[config.mk]
export PLATFORM = sky130hd
export DESIGN_NAME = div16_seq
export DESIGN_NICKNAME = d
export VERILOG_FILES = /design/src/rtl/div16_seq_pkg.sv /design/src/rtl/div16_seq_div_step.sv /design/src/rtl/div16_seq.sv
export SDC_FILE = /design/constraint.sdc
export NUM_CORES = 1
export LEC_CHECK = 0
export CAP_MARGIN = 20
export CORE_UTILIZATION = 54
export DETAILED_ROUTE_END_ITERATION = 16
export MAX_ROUTING_LAYER = met4
export PLACE_DENSITY = 0.8
export SLEW_MARGIN = 20
export SYNTH_ARGS = -nofsm -noshare
export SYNTH_HDL_FRONTEND = slang
export SYNTH_SLANG_ARGS = --single-unit
[constraint.sdc]
create_clock -name clk -period 3.5 [get_ports clk]
set_input_delay 0.7 -clock clk [delete_from_list [all_inputs] [get_ports clk]]
set_output_delay 0.7 -clock clk [all_outputs]
set_load 0.05 [all_outputs]
[src/rtl/div16_seq_pkg.sv]
// Shared definitions for the sequential restoring divider: FSM states and default width.
package div16_seq_pkg;

  localparam int DEFAULT_WIDTH = 16;

  typedef enum logic [1:0] {
    IDLE = 2'd0,
    RUN  = 2'd1,
    DONE = 2'd2
  } state_t;

endpackage

[src/rtl/div16_seq_div_step.sv]
// One restoring-division iteration: trial subtract the divisor from the shifted
// partial remainder and keep the difference only when no borrow occurs.
module div_step
  import div16_seq_pkg::*;
#(
  parameter int WIDTH = DEFAULT_WIDTH
) (
  input  logic [WIDTH:0]   rem_in,
  input  logic [WIDTH-1:0] divisor,
  output logic [WIDTH-1:0] rem_out,
  output logic             q_bit
);

  logic [WIDTH:0] diff;

  // The shifted remainder is below 2*divisor, so the kept result always fits WIDTH bits
  // and the top bit of the WIDTH+1 bit difference is the borrow.
  always_comb begin
    diff    = rem_in - {1'b0, divisor};
    q_bit   = ~diff[WIDTH];
    rem_out = q_bit ? diff[WIDTH-1:0] : rem_in[WIDTH-1:0];
  end

endmodule

[src/rtl/div16_seq.sv]
// Sequential unsigned divider: one quotient bit per clock, WIDTH iterations per divide,
// zero divisor short-circuits straight to the result state.
module div16_seq
  import div16_seq_pkg::*;
#(
  parameter int WIDTH = DEFAULT_WIDTH
) (
  input  logic             clk,
  input  logic             rst_n,
  input  logic             start,
  input  logic [WIDTH-1:0] dividend,
  input  logic [WIDTH-1:0] divisor,
  output logic             busy,
  output logic             done,
  output logic [WIDTH-1:0] quotient,
  output logic [WIDTH-1:0] remainder,
  output logic             div_by_zero
);

  localparam int CW = $clog2(WIDTH) + 1;

  state_t state;
  state_t state_next;

  logic [CW-1:0]    count;
  logic [WIDTH-1:0] dvd_shift;
  logic [WIDTH-1:0] dvs_reg;
  logic [WIDTH-1:0] prem;
  logic [WIDTH:0]   rem_shifted;
  logic [WIDTH-1:0] rem_next;
  logic             q_bit;
  logic             accept_run;
  logic             accept_zero;
  logic             last_iter;

  // dvd_shift feeds dividend bits out of its top while quotient bits enter at the bottom,
  // so after WIDTH shifts it holds the quotient.
  assign rem_shifted = {prem, dvd_shift[WIDTH-1]};

  div_step #(.WIDTH(WIDTH)) u_step (
    .rem_in  (rem_shifted),
    .divisor (dvs_reg),
    .rem_out (rem_next),
    .q_bit   (q_bit)
  );

  assign busy = (state == RUN);
  assign done = (state == DONE);

  // Next-state decode: start is only honoured outside RUN, zero divisor skips RUN.
  always_comb begin
    state_next  = state;
    accept_run  = 1'b0;
    accept_zero = 1'b0;
    last_iter   = (count == CW'(WIDTH - 1));
    case (state)
      IDLE, DONE: begin
        state_next = IDLE;
        if (start) begin
          if (divisor == '0) begin
            accept_zero = 1'b1;
            state_next  = DONE;
          end else begin
            accept_run = 1'b1;
            state_next = RUN;
          end
        end
      end
      RUN: begin
        if (last_iter) begin
          state_next = DONE;
        end
      end
      default: state_next = IDLE;
    endcase
  end

  // State register.
  always_ff @(posedge clk or negedge rst_n) begin
    if (!rst_n) begin
      state <= IDLE;
    end else begin
      state <= state_next;
    end
  end

  // Datapath: latch operands on accept, iterate in RUN, publish results only on entry to DONE.
  always_ff @(posedge clk or negedge rst_n) begin
    if (!rst_n) begin
      count       <= '0;
      dvd_shift   <= '0;
      dvs_reg     <= '0;
      prem        <= '0;
      quotient    <= '0;
      remainder   <= '0;
      div_by_zero <= 1'b0;
    end else if (accept_run) begin
      count     <= '0;
      dvd_shift <= dividend;
      dvs_reg   <= divisor;
      prem      <= '0;
    end else if (accept_zero) begin
      quotient    <= '1;
      remainder   <= dividend;
      div_by_zero <= 1'b1;
    end else if (state == RUN) begin
      prem      <= rem_next;
      dvd_shift <= {dvd_shift[WIDTH-2:0], q_bit};
      count     <= count + CW'(1);
      if (last_iter) begin
        quotient    <= {dvd_shift[WIDTH-2:0], q_bit};
        remainder   <= rem_next;
        div_by_zero <= 1'b0;
      end
    end
  end

endmodule
==> metrics.cfg, run 1 <==
[outcome]
status=finished clean

[clock_network]
cts-buffers-inserted=9
cts_setup_buffers=0
cts_tree=yes
cts-htree-levels=3
clkTransAtPathRegs_ns=0.10

[logic_synthesis]
synth_flops=88
enable_flop_cells=0
syn_avg_cell_area_um2=9.04
ys_seq_share_pct=48.6
synth-async-reset-ratio_pct=100
synth_cells=501
synthesis.nets=555
yosys_cells=501

[critical_path]
slowest_delay_ns=0.40
cp-start-kind=flop
worstPathArrival_ns=3.08
crit_path_end_kind=flop

[detailed_routing]
drc_errors=0
vias_per_cell=5.70
postRouteAntennaNets=0

[sta]
slew_viol_final=0
hold_viol=0
setup_viol=0
tightest_slew_ns=0.777
final.setup.tns_ns=0

[placed_design]
portBuffers=69
place_congestion=0.854

[grt]
grt-ovfl-total=0
grt_max_degree=89

[flow_run]
cap_viol_max_count=0

[floorplan]
fp_util_pct=55.4
core_mm2=0.00818
die-width_um=93.6

[final_layout]
seq_area_mm2=0.00220
final_nets=621
drive_gt1_share_pct=6.64
layout_top_cells=nand2_1 (118), dfrtp_1 (88), clkdlybuf4s50_1 (68)
multiInputGateArea_mm2=0.00214

[hold_path]
hp-class=primary input to asynchronous set/reset pin

==> run 1: worst max-delay path: cells and delay by family (launching register included) <==
family	cells	cell delay, ns
AND-OR/OR-AND	3	0.56
multiplexers	1	0.39
flip-flops	1	0.36
buffers and inverters	2	0.32
AND/OR/NAND/NOR	2	0.31
adder cells (fa/ha/maj)	2	0.62
XOR/XNOR	1	0.16
==> run 1: synthesized netlist by cell type (all sizes together) (5+ instances only) <==
master,number,area [um2]
o22ai,10,62.6
ha,18,225
nand3,18,95.1
a22oi,16,120
inv,20,75.1
xnor2,6,52.6
mux2i,13,130
clkbuf,24,91.3
o21ai,38,190
o211ai,5,37.5
nor2,24,90.1
a21oi,22,118
nor3,12,60.1
nand2b,8,50.1
dfrtp,88,2200
xor2,9,86.3
nand2,118,443
a211oi,12,95.1
==> run 1: per-stage QoR <==
step | hold slack, ns | worst slack [ns] | instances | util [%]
global route | 0.455 | 0.528 | 677 | 67.6
CTS | 0.494 | 0.691 | 677 | 67.6
finish | 0.379 | 0.691 | 677 | 67.6
detailed placement | 0.470 | 0.659 | 661 | 65.4
global placement | 0.468 | 0.750 | 661 | 65.4
floorplan | 0.404 | 1.02 | 501 | -
==> run 1: final timing paths <==
check,startpoint,end,slack (ns),depth (start not counted)
setup / recovery,dvd_shift[15],prem[1],0.69,11
hold / removal,rst_n,quotient[11],0.38,1
setup reg to reg,dvd_shift[15],prem[1],0.69,11
hold reg to reg,div_by_zero,div_by_zero,0.49,2
max in group asynchronous,rst_n,dvs_reg[2],2.59,1
min in group clk,div_by_zero,div_by_zero,0.49,2
==> run 1: area by class of cell <==
type | instances | share of cell area (%)
clock buffer | 10 | 2.31
inverter | 20 | 1.36
timing repair buffer | 83 | 14.4
clock inverter | 6 | 0.928
multi-input combinational | 365 | 38.8
tap | 105 | 2.38
sequential | 88 | 39.8
==> run 1: metal layers <==
layer  global-route usage, %  routed length (um)  up-vias
met5                       -                   0        -
met4                    10.0                 161        0
met3                    3.90                 454       16
met2                    44.5                5500      106
met1                    39.0                4970     1866
li1                        -                   -     1871
==> run 1: logic make-up (layout without fill, tap and decap cells) <==
kind of cell	count (synthesis)	in the layout	share of synthesized area, %
simple gates	199	199	19.0
flops	88	88	48.6
mux	16	16	3.70
fa+ha+maj	19	19	5.41
compound gates	116	116	16.0
xor+xnor	15	15	3.07
buf+inv	48	119	4.28
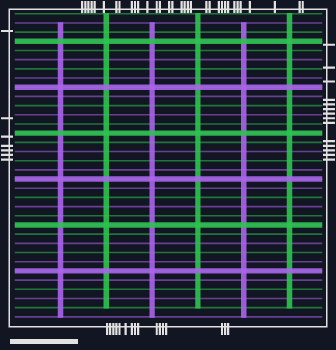
(run_1/floorplan.png)
The bar under the picture is 20 um long. Pins as bars on the die edge.
net	colour
VSS	purple
VDD	green
met4 straps	6
met1 rails	34
rows	33
met5 straps	6
signal pins	70

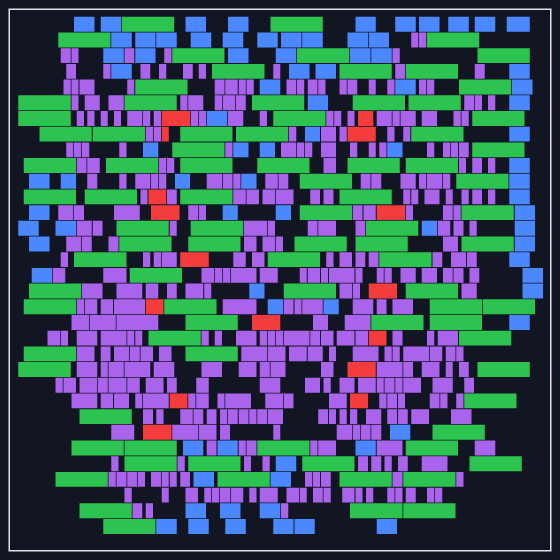
(run_1/class_map.png)
class	colour	cells	share of their area
registers	green	88	41%
remaining buffers and delay cells	blue	83	15%
remaining logic cells	purple	385	41%
clock drivers and dummy loads	red	16	3.3%

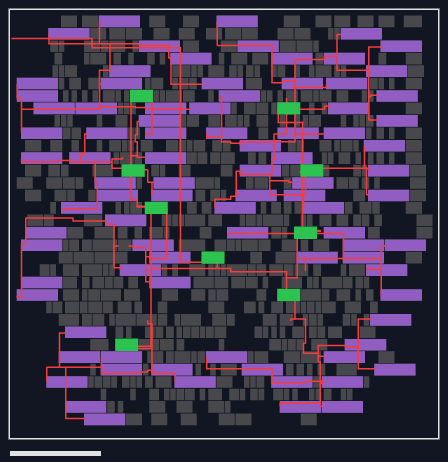
(run_1/clock_wires.png)
The bar under the picture is 20 um long.
[flip-flops] purple | count: 88
[clock-net drivers] green | count: 9
[clock wires] red | length: 1030 um
flops lie	spread over the die
Setup Skew: 0.0195 ns
clk ins delay skew pair: 0.37 ns

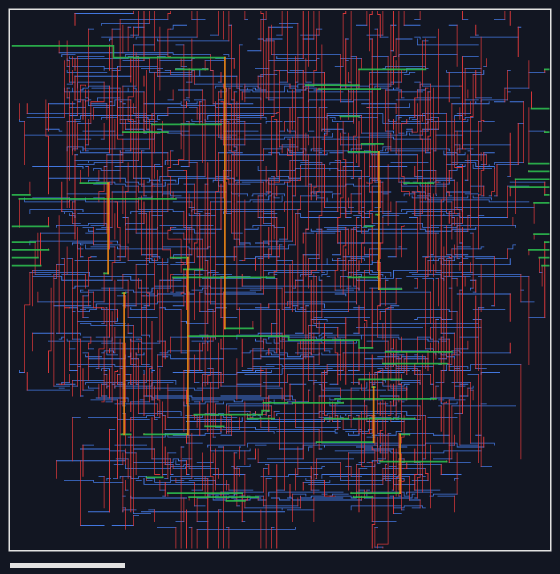
(run_1/layers.png)
The bar under the picture is 20 um long.
layer	colour	wire length
M1	blue	4970 um
M3	green	455 um
M4	orange	161 um
M2	red	5500 um
total track usage: 28.7%
per-cell routed wire length: 16.4 um
WL final: 11100 um

==> run 1 -> run 2 <==
==> constraint.sdc (replaced) <==
create_clock -name clk -period 2.9 [get_ports clk]
set_input_delay 0.58 -clock clk [delete_from_list [all_inputs] [get_ports clk]]
set_output_delay 0.58 -clock clk [all_outputs]
set_load 0.05 [all_outputs]
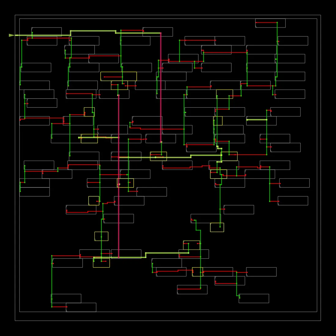
(run_2/clock_nets.png)
cts bufs inserted: 9
flop count: 88
Layout clock buffers: 9

==> run 2 against run 1 <==
  * Count of clock-buffer cells in the layout fell by 1
  * Final cell count rose by 0.15%
  * Maximum frequency rose by 1.9%
  * Clock skew fell by 0.0072 ns
  * First-iteration DRC count rose by 29%
  * Largest cell class unchanged
  * Worst setup slack got worse by 0.55 ns
  * Via count rose by 1.8%
  * Design area rose by 1.4%
  * Critical path type unchanged
  * Non-clock buffer count rose by 1
  * Core utilization rose by 0.98 points
==> metrics.cfg, run 2 <==
[logic_synthesis]
synth_cells=501
ys_seq_share_pct=48.6
synth-async-reset-ratio_pct=100
enable_flop_cells=0
yosysTopAreaCellShare_pct=48.6
yosysMostFrequentCell=nand2_1
synthesis.nets=555
synth_flops=88
syn_avg_cell_area_um2=9.04
top_cells_by_area=dfrtp_1 (49%), nand2_1 (9.8%), ha_1 (5.0%), o21ai_0 (4.0%), mux2i_1 (2.9%)
yosys_cells=501
ys_top_cells_by_count=nand2_1 (118), dfrtp_1 (88), o21ai_0 (36)

[floorplan]
fp_util_pct=55.4
die-width_um=93.6
core_mm2=0.00818

[hold_path]
hp-class=primary input to asynchronous set/reset pin

[grt]
grt_max_degree=53
grt-ovfl-total=0
grt_usage_pct=28.7

[final_layout]
final_nets=622
drive_gt1_share_pct=7.50
fin_util_pct=68.6
layout_top_cells=nand2_1 (118), dfrtp_1 (88), clkdlybuf4s50_1 (67)

[critical_path]
crit_path_end_kind=flop
crit_buf_inv=2
critical_path.top_delay_family=adder cells
worstPathArrival_ns=2.95
cp-start-kind=flop
crit_path_top_delay_cell=fa_1

[placed_design]
place_congestion=0.834
portBuffers=69

[detailed_routing]
top_layer_used=met4
routed_wl_um=11200
postRouteAntennaNets=0
vias_per_cell=5.79
wl_met3_um=578
wl_met2_um=5480
drt-met1-wl_um=5020
drc_errors=0

[clock_network]
cts-htree-levels=3
worstSkewPairLatency_ns=0.37
clkTransAtPathRegs_ns=0.10

[sta]
hold_viol=0
final.setup.tns_ns=0
setup_viol=0
slew_viol_final=0

[flow_run]
cap_viol_max_count=0

[outcome]
status=finished clean

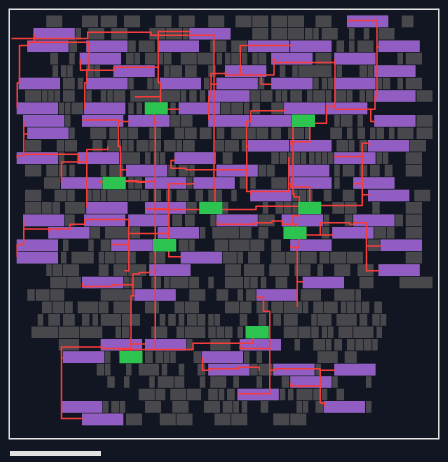
(run_2/clock_wires.png)
The bar under the picture is 20 um long.
Setup Skew: 0.0123 ns

==> run 2: cell counts after synthesis <==
No cell type changed its count.
==> run 2: layout make-up <==
cell class | count | area [um2] | share of cell area [%]
well taps | 105 | 131 | 2.34
clock buffers | 9 | 124 | 2.21
flip-flops and latches | 88 | 2200 | 39.3
repair buffers | 84 | 827 | 14.8
multi-input cells | 365 | 2160 | 38.5
clock inverters | 7 | 86.3 | 1.54
inverters | 20 | 75.1 | 1.34
==> run 2: stage by stage <==
| stage | cells | worst slack [ns] | cell area, um2 | hold WS [ns] |
|---|---|---|---|---|
| floorplan | 501 | 0.422 | 4530 | 0.284 |
| global placement | 661 | 0.118 | 5370 | 0.461 |
| detailed placement | 661 | 0.0625 | 5370 | 0.464 |
| CTS | 677 | 0.0263 | 5580 | 0.181 |
| global route | 678 | 0.0299 | 5610 | 0.191 |
| finish | 678 | 0.144 | 5610 | 0.158 |
==> run 2: path summary, 6_finish.rpt <==
path	from	to	slack, ns	cells after the start
hold reg to reg	div_by_zero	div_by_zero	0.48	2
min in group clk	div_by_zero	div_by_zero	0.48	2
setup reg to reg	dvd_shift[15]	remainder[6]	0.14	11
hold / removal	rst_n	div_by_zero	0.16	1
max in group asynchronous	rst_n	prem[1]	2.04	2
setup / recovery	dvd_shift[15]	remainder[6]	0.14	11
==> run 2: per-layer routing <==
| metal | vias to the layer above | track usage (%) |
|---|---|---|
| met3 | 13 | 5.37 |
| met2 | 122 | 45.0 |
| met4 | 0 | 9.10 |
| met5 | - | - |
| li1 | 1871 | - |
| met1 | 1922 | 38.1 |
==> run 2: repair_timing <==
action,4_1_cts,5_1_grt
gates resized,0,4
setup endpoints to repair,0,15
setup buffers,0,1
==> run 2: cell families (layout without fill, tap and decap cells) <==
kind of cell / count (synthesis) / after routing / share of synthesized area [%]
flops: 88 / 88 / 48.6
fa+ha+maj: 19 / 19 / 5.41
buf+inv: 48 / 120 / 4.28
mux: 16 / 16 / 3.70
simple gates: 199 / 199 / 19.0
compound gates: 116 / 116 / 16.0
xor+xnor: 15 / 15 / 3.07
==> run 2: worst register-to-register path: stages, from the launching register on <==
cell and delay (ns):
dfrtp_1 0.36, inv_1 0.07, ha_1 0.22, fa_1 0.41, nand2b_4 0.18, a21oi_4 0.21
o2111ai_1 0.17, nand3_2 0.12, xor2_2 0.18, buf_6 0.18, mux2i_1 0.36, a211oi_1 0.14
